## src/rtl/seq_pkg.sv

```systemverilog
// Shared types and bus-field constants for the routine sequencer.
// Also holds the helper that picks the next routine index.
package seq_pkg;

  typedef enum logic [1:0] {S_START, S_RUN, S_GAP} state_t;

  localparam int unsigned DONE_BIT  = 46;
  localparam int unsigned LED_HI    = 45;
  localparam int unsigned LED_LO    = 28;
  localparam int unsigned HEX_HI    = 27;
  localparam int unsigned HEX_LO    = 0;
  localparam int unsigned BUS_W     = 47;
  localparam int unsigned LED_W     = LED_HI - LED_LO + 1;
  localparam int unsigned HEX_W     = HEX_HI - HEX_LO + 1;
  localparam int unsigned IDX_W     = 2;

  localparam logic [HEX_W-1:0] HEX_BLANK = 28'hFFFFFFF;

  // One routine's output bus, MSB first: done, LEDs, HEX3..HEX0.
  typedef struct packed {
    logic             done;
    logic [LED_W-1:0] led;
    logic [HEX_W-1:0] hex;
  } routine_bus_t;

  function automatic logic [IDX_W-1:0] next_idx(input logic [IDX_W-1:0] i,
                                                input int unsigned      n);
    return (32'(i) == n - 1) ? IDX_W'(0) : i + IDX_W'(1);
  endfunction

endpackage

```

## src/rtl/routine_sequencer_if.sv

```systemverilog
// Routine buses in, per-routine resets and display outputs back out.
interface routine_sequencer_if #(
  parameter int unsigned NUM_ROUTINES = 4
);
  import seq_pkg::*;

  logic [BUS_W*NUM_ROUTINES-1:0] RoutineBus;
  logic [NUM_ROUTINES-1:0]       RoutineReset;
  logic                          Skip;
  logic                          Loop;
  logic [LED_W-1:0]              Ledr;
  logic [HEX_W-1:0]              Hex;
  logic [IDX_W-1:0]              ActiveIdx;
  logic                          Fault;

  modport master (
    output RoutineBus, Skip, Loop,
    input  RoutineReset, Ledr, Hex, ActiveIdx, Fault
  );

  modport slave (
    input  RoutineBus, Skip, Loop,
    output RoutineReset, Ledr, Hex, ActiveIdx, Fault
  );

endinterface

```

## src/rtl/seq_timer.sv

```systemverilog
// Up-counter shared by the RUN watchdog and the GAP blanking interval.
module seq_timer #(
  parameter int unsigned W = 6
) (
  input  logic         Clock,
  input  logic         Reset,
  input  logic         clear,
  input  logic         enable,
  input  logic [W-1:0] tc_val,
  output logic         tc
);

  logic [W-1:0] count;

  always_ff @(posedge Clock) begin
    if (!Reset)      count <= '0;
    else if (clear)  count <= '0;
    else if (enable) count <= count + W'(1);
  end

  assign tc = (count == tc_val);

endmodule

```

## src/rtl/routine_sequencer.sv

```systemverilog
// Runs one light routine at a time, holding the rest in reset, with a
// blanked gap between routines and a watchdog on each run.
module routine_sequencer
  import seq_pkg::*;
#(
  parameter int unsigned NUM_ROUTINES = 4,
  parameter int unsigned GAP_CYCLES   = 8,
  parameter int unsigned MAX_CYCLES   = 64
) (
  input  logic                Clock,
  input  logic                Reset,
  routine_sequencer_if.slave  rs
);

  localparam int unsigned CNT_MAX = (MAX_CYCLES > GAP_CYCLES) ? MAX_CYCLES : GAP_CYCLES;
  localparam int unsigned CNT_W   = (CNT_MAX > 2) ? $clog2(CNT_MAX) : 1;

  state_t                  state;
  logic [IDX_W-1:0]        idx;
  logic                    done_prev;
  logic [LED_W-1:0]        ledr_q;
  logic [HEX_W-1:0]        hex_q;
  logic [NUM_ROUTINES-1:0] rr_q;
  logic                    fault_q;

  routine_bus_t            cur;
  logic [NUM_ROUTINES-1:0] run_mask;
  logic [CNT_W-1:0]        tc_val;
  logic                    tc;
  logic                    rise;
  logic                    run_exit;
  logic                    gap_end;
  logic                    t_clear;
  logic                    t_enable;

  // Slice the active routine's bus out of the concatenated input.
  always_comb begin
    cur = '0;
    for (int k = 0; k < int'(NUM_ROUTINES); k++) begin
      if (idx == IDX_W'(k)) cur = rs.RoutineBus[k*BUS_W +: BUS_W];
    end
  end

  always_comb begin
    run_mask = '1;
    for (int k = 0; k < int'(NUM_ROUTINES); k++) begin
      if (idx == IDX_W'(k)) run_mask[k] = 1'b0;
    end
  end

  assign rise     = cur.done & ~done_prev;
  assign run_exit = (state == S_RUN) & (rs.Skip | rise | tc);
  assign gap_end  = (state == S_GAP) & tc;
  assign tc_val   = (state == S_GAP) ? CNT_W'(GAP_CYCLES - 1) : CNT_W'(MAX_CYCLES - 1);
  assign t_clear  = (state == S_START) | run_exit | gap_end;
  assign t_enable = (state != S_START);

  seq_timer #(.W(CNT_W)) u_timer (
    .Clock  (Clock),
    .Reset  (Reset),
    .clear  (t_clear),
    .enable (t_enable),
    .tc_val (tc_val),
    .tc     (tc)
  );

  // Outputs default to blank; only a RUN cycle that stays in RUN shows the routine.
  always_ff @(posedge Clock) begin
    if (!Reset) begin
      state     <= S_START;
      idx       <= '0;
      done_prev <= 1'b0;
      ledr_q    <= '0;
      hex_q     <= HEX_BLANK;
      rr_q      <= '1;
      fault_q   <= 1'b0;
    end else begin
      ledr_q <= '0;
      hex_q  <= HEX_BLANK;
      case (state)
        S_START: begin
          done_prev <= cur.done;
          rr_q      <= run_mask;
          state     <= S_RUN;
        end
        S_RUN: begin
          done_prev <= cur.done;
          if (run_exit) begin
            state <= S_GAP;
            rr_q  <= '1;
            if (tc && !rs.Skip && !rise) fault_q <= 1'b1;
          end else begin
            ledr_q <= cur.led;
            hex_q  <= cur.hex;
          end
        end
        S_GAP: begin
          if (tc) begin
            state <= S_START;
            if (!rs.Loop) idx <= next_idx(idx, NUM_ROUTINES);
          end
        end
        default: state <= S_START;
      endcase
    end
  end

  assign rs.Ledr         = ledr_q;
  assign rs.Hex          = hex_q;
  assign rs.RoutineReset = rr_q;
  assign rs.ActiveIdx    = idx;
  assign rs.Fault        = fault_q;

endmodule
```

## src/flat_wrapper.sv

```systemverilog
// flat-port wrapper written by rule: the top's interface ports become plain ports
module routine_sequencer_flat import seq_pkg::*;
#(
  parameter int unsigned NUM_ROUTINES = 4,
  parameter int unsigned GAP_CYCLES   = 8,
  parameter int unsigned MAX_CYCLES   = 64
)
  (Clock, Reset, rs_RoutineBus, rs_Skip, rs_Loop, rs_RoutineReset, rs_Ledr, rs_Hex, rs_ActiveIdx, rs_Fault);
  routine_sequencer_if #(.NUM_ROUTINES(NUM_ROUTINES)) rs_i ();
  input  logic Clock;
  input  logic Reset;
  input wire logic [$bits(rs_i.RoutineBus)-1:0] rs_RoutineBus;
  input wire logic [$bits(rs_i.Skip)-1:0] rs_Skip;
  input wire logic [$bits(rs_i.Loop)-1:0] rs_Loop;
  output wire logic [$bits(rs_i.RoutineReset)-1:0] rs_RoutineReset;
  output wire logic [$bits(rs_i.Ledr)-1:0] rs_Ledr;
  output wire logic [$bits(rs_i.Hex)-1:0] rs_Hex;
  output wire logic [$bits(rs_i.ActiveIdx)-1:0] rs_ActiveIdx;
  output wire logic [$bits(rs_i.Fault)-1:0] rs_Fault;
  assign rs_i.RoutineBus = rs_RoutineBus;
  assign rs_i.Skip = rs_Skip;
  assign rs_i.Loop = rs_Loop;
  assign rs_RoutineReset = rs_i.RoutineReset;
  assign rs_Ledr = rs_i.Ledr;
  assign rs_Hex = rs_i.Hex;
  assign rs_ActiveIdx = rs_i.ActiveIdx;
  assign rs_Fault = rs_i.Fault;
  routine_sequencer #(.NUM_ROUTINES(NUM_ROUTINES), .GAP_CYCLES(GAP_CYCLES), .MAX_CYCLES(MAX_CYCLES)) u_core (.Clock(Clock), .Reset(Reset), .rs(rs_i));
endmodule
```

## config.mk

```make
export PLATFORM = sky130hd
export DESIGN_NAME = routine_sequencer_flat
export DESIGN_NICKNAME = d
export VERILOG_FILES = /design/src/rtl/seq_pkg.sv /design/src/rtl/routine_sequencer_if.sv /design/src/rtl/seq_timer.sv /design/src/rtl/routine_sequencer.sv /design/src/flat_wrapper.sv
export SDC_FILE = /design/constraint.sdc
export NUM_CORES = 1
export LEC_CHECK = 0
export CAP_MARGIN = 20
export CORE_AREA = 2 2 108 110
export CTS_BUF_LIST = sky130_fd_sc_hd__clkbuf_4
export DETAILED_ROUTE_END_ITERATION = 6
export DIE_AREA = 0 0 110 112
export GPL_ROUTABILITY_DRIVEN = 0
export MAX_ROUTING_LAYER = met4
export PLACE_DENSITY_LB_ADDON = 0.25
export SETUP_SLACK_MARGIN = 0.5
export SYNTH_ARGS = -nofsm -noshare
export SYNTH_HDL_FRONTEND = slang
export SYNTH_SLANG_ARGS = --single-unit
```

## constraint.sdc

```tcl
create_clock -name Clock -period 3 [get_ports Clock]
set_clock_uncertainty 0.1 [all_clocks]
set_input_delay 0.6 -clock Clock [delete_from_list [all_inputs] [get_ports Clock]]
set_output_delay 0.6 -clock Clock [all_outputs]
set_load 0.005 [all_outputs]
```

==> results_slide.txt <==
Flow Results at a Glance

Run status
  • Outcome: finished, final reports clean

Clock tree
  • Hold bufs inserted after CTS: 0
  • Late-Pin Clk Latency: about 0.40 ns
  • Clk sink count: approximately 62
  • H-tree depth: 3
  • CTS root buf: clkbuf_4
  • Cts repair resizes: 0
  • Cts bufs inserted: 9

Final timing
  • Setup TNS: 0 ns
  • Final Critical Period: between 2 and 2.5 ns
  • RSZ-0062 raised after global routing: no
  • Worst slew margin: 0.580

Synth
  • Complex Gates by Area: 0.297
  • Avg Synthesized Cell Area: 7.83 µm²
  • Yosys reg bits: approximately 62
  • Synth cell types: 38
  • And+or+nand+nor area frac: 0.227
  • Floorplan Nets: a little over 600
  • Xor/xnor share: 0.0107
  • Yosys warns: 0
  • Most frequent cell after synthesis: dfxtp_1
  • Top-area cell share: 0.377
  • Ys cells: between 400 and 500
  • Yosys chip area: about 3300 µm²
  • Seq share, synth: 0.377
  • Synth Flop Type: dfxtp_1

Critical path
  • Worst Setup SP: u_core.rs.ActiveIdx[1]$_SDFFE_PN0P_
  • R2R Setup Slk: 0.68 ns
  • Slowest Stage Delay on Critical Path: 0.46 ns
  • CP endpoint kind: register
  • Critical path startpoint category: register
  • Critical-path cell list: inv_1 -> ha_1 -> nor2b_4 -> a221oi_2 -> o41ai_4 -> nor3b_4 -> buf_6 -> o211ai_1
  • CP delay by family, top: AND-OR/OR-AND gates
  • Buf/Inv on CP: 2

Power and ir drop
  • Clk. pwr: 0.502 mW
  • Sequential share of power: 0.481
  • Total power draw: about 1.8 mW
  • Comb pwr share: 0.241
  • Clock network power share: 0.278

Routing
  • Routed Antenna Nets: 0
  • Routed length on met1: 5.03 mm
  • Wire length on met3: ~1.0 mm
  • Drt total wl: around 13 mm
  • Via count: 3951

Worst hold path
  • Hold Path Class: reg2reg
  • Hold_sp: u_core.u_timer.count[0]$_SDFFE_PP0N_

Die
  • Core area: 11200 µm²
  • Die area: roughly 12000 µm²
  • Ports: between 200 and 250

Place
  • Post-DP HPWL: 9.59 mm

GRT
  • Largest net degree at the start of global routing: ~64
  • Total GRT Usage: 0.205
  • Grt total ovfl: 0
  • Global-route wire length before repair: between 15 and 20 mm

Cells and area
  • Fin area: roughly 6000 µm²
[sequential cells by signal (all words and copies together) (netlist names)]
register	cells
u_core.done_prev	1
u_core.rs.ActiveIdx	2
u_core.rs.Fault	1
u_core.rs.Hex	28
u_core.rs.Ledr	18
u_core.rs.RoutineReset	4
u_core.state	2
u_core.u_timer.count	6
[layer usage]
layer,global-route usage,up-vias
met5,-,-
met4,0.0768,0
met3,0.0480,22
met2,0.350,155
met1,0.229,1807
li1,-,1967
[cell type report]
cell class	count	area share
Clock buffer	9	0.0113
Tap cell	143	0.0299
Sequential cell	62	0.208
Antenna cell	1	0.000419
Inverter	6	0.00377
Multi-Input combinational cell	314	0.319
Clock inverter	7	0.00838
Timing Repair Buffer	252	0.419
[layout by cell type, fill, tap and decap left out, types with 3 or more instances in the layout]
| cell type | instances |
|---|---|
| a22oi_1 | 28 |
| o211ai_1 | 32 |
| buf_4 | 7 |
| nand2_1 | 43 |
| clkbuf_4 | 9 |
| inv_1 | 6 |
| clkinvlp_4 | 3 |
| xnor2_1 | 4 |
| mux2i_1 | 4 |
| a21oi_1 | 51 |
| nor3b_1 | 3 |
| dfxtp_1 | 61 |
| clkdlybuf4s50_1 | 244 |
| nor2_1 | 58 |
| nor3_1 | 20 |
| a221oi_1 | 18 |
| nor2b_1 | 22 |
[through the flow]
| step | hold slack (ns) | worst slack (ns) | util |
|---|---|---|---|
| final | 0.363 | 0.683 | 0.535 |
| after detailed placement | 0.346 | 0.424 | 0.523 |
| after CTS | 0.364 | 0.514 | 0.533 |
| after global placement | 0.338 | 0.461 | 0.523 |
| after global routing | 0.390 | 0.536 | 0.535 |
| after floorplan | 0.327 | 0.844 | - |
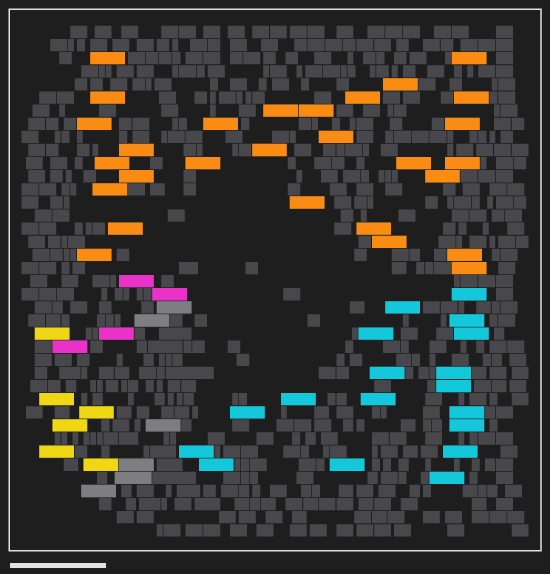
**Above:** register map, names as in the netlist.
Bar = 20 µm. Other sequential cells in the stronger grey, the rest of the logic in the fainter grey.
netlist name	colour	flops
u_core.u_timer.count	yellow	6
u_core.rs.Ledr	cyan	18
u_core.rs.RoutineReset	magenta	4
u_core.rs.Hex	orange	28
not coloured	6

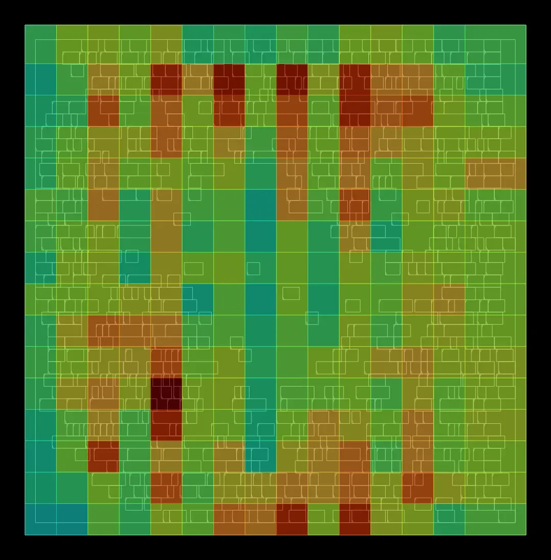
**Above:** routing congestion map.
met2 Use GR: 0.350
Final Util: 0.535
met3 Track Usage GR: 0.0480

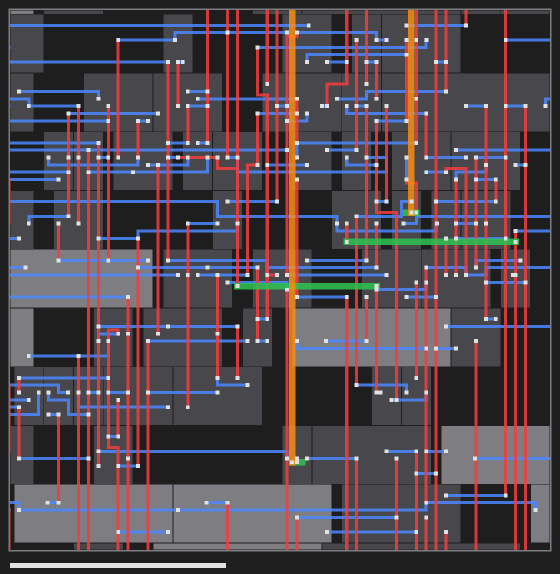
**Above:** close-up of the layout.
Bar = 10 µm. Window x 15 to 40, y 16 to 41 µm. Cells in grey, sequential cells in the stronger grey; small squares are vias.
layer	colour
met3	green
met4	orange
met1	blue
met2	red
cells with their middle in the window	53
netlist names of flops here include	u_core.u_timer.count (2)
most frequent	nand2_1 (10), nor2_1 (6), dfxtp_1 (5)
sequential cells in the window	5

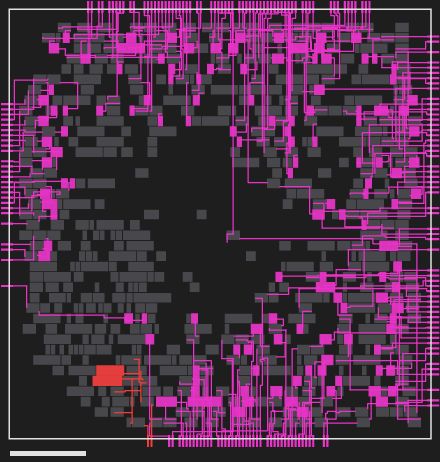
**Above:** wires at chosen ports, followed through buffers.
Bar = 20 µm.
port	colour	bits	direction	end cells	buffers	wire
rs_RoutineBus	magenta	188	input	142	188	4410 µm
rs_ActiveIdx	red	2	output	2	2	63.5 µm

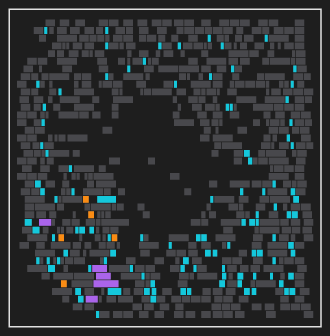
**Above:** gate-type map.
family	colour	cells
AND and OR gates	orange	5
adder and majority cells	purple	5
NOR gates	cyan	105

No activity file was given, so power comes from the tool's default toggle rates.
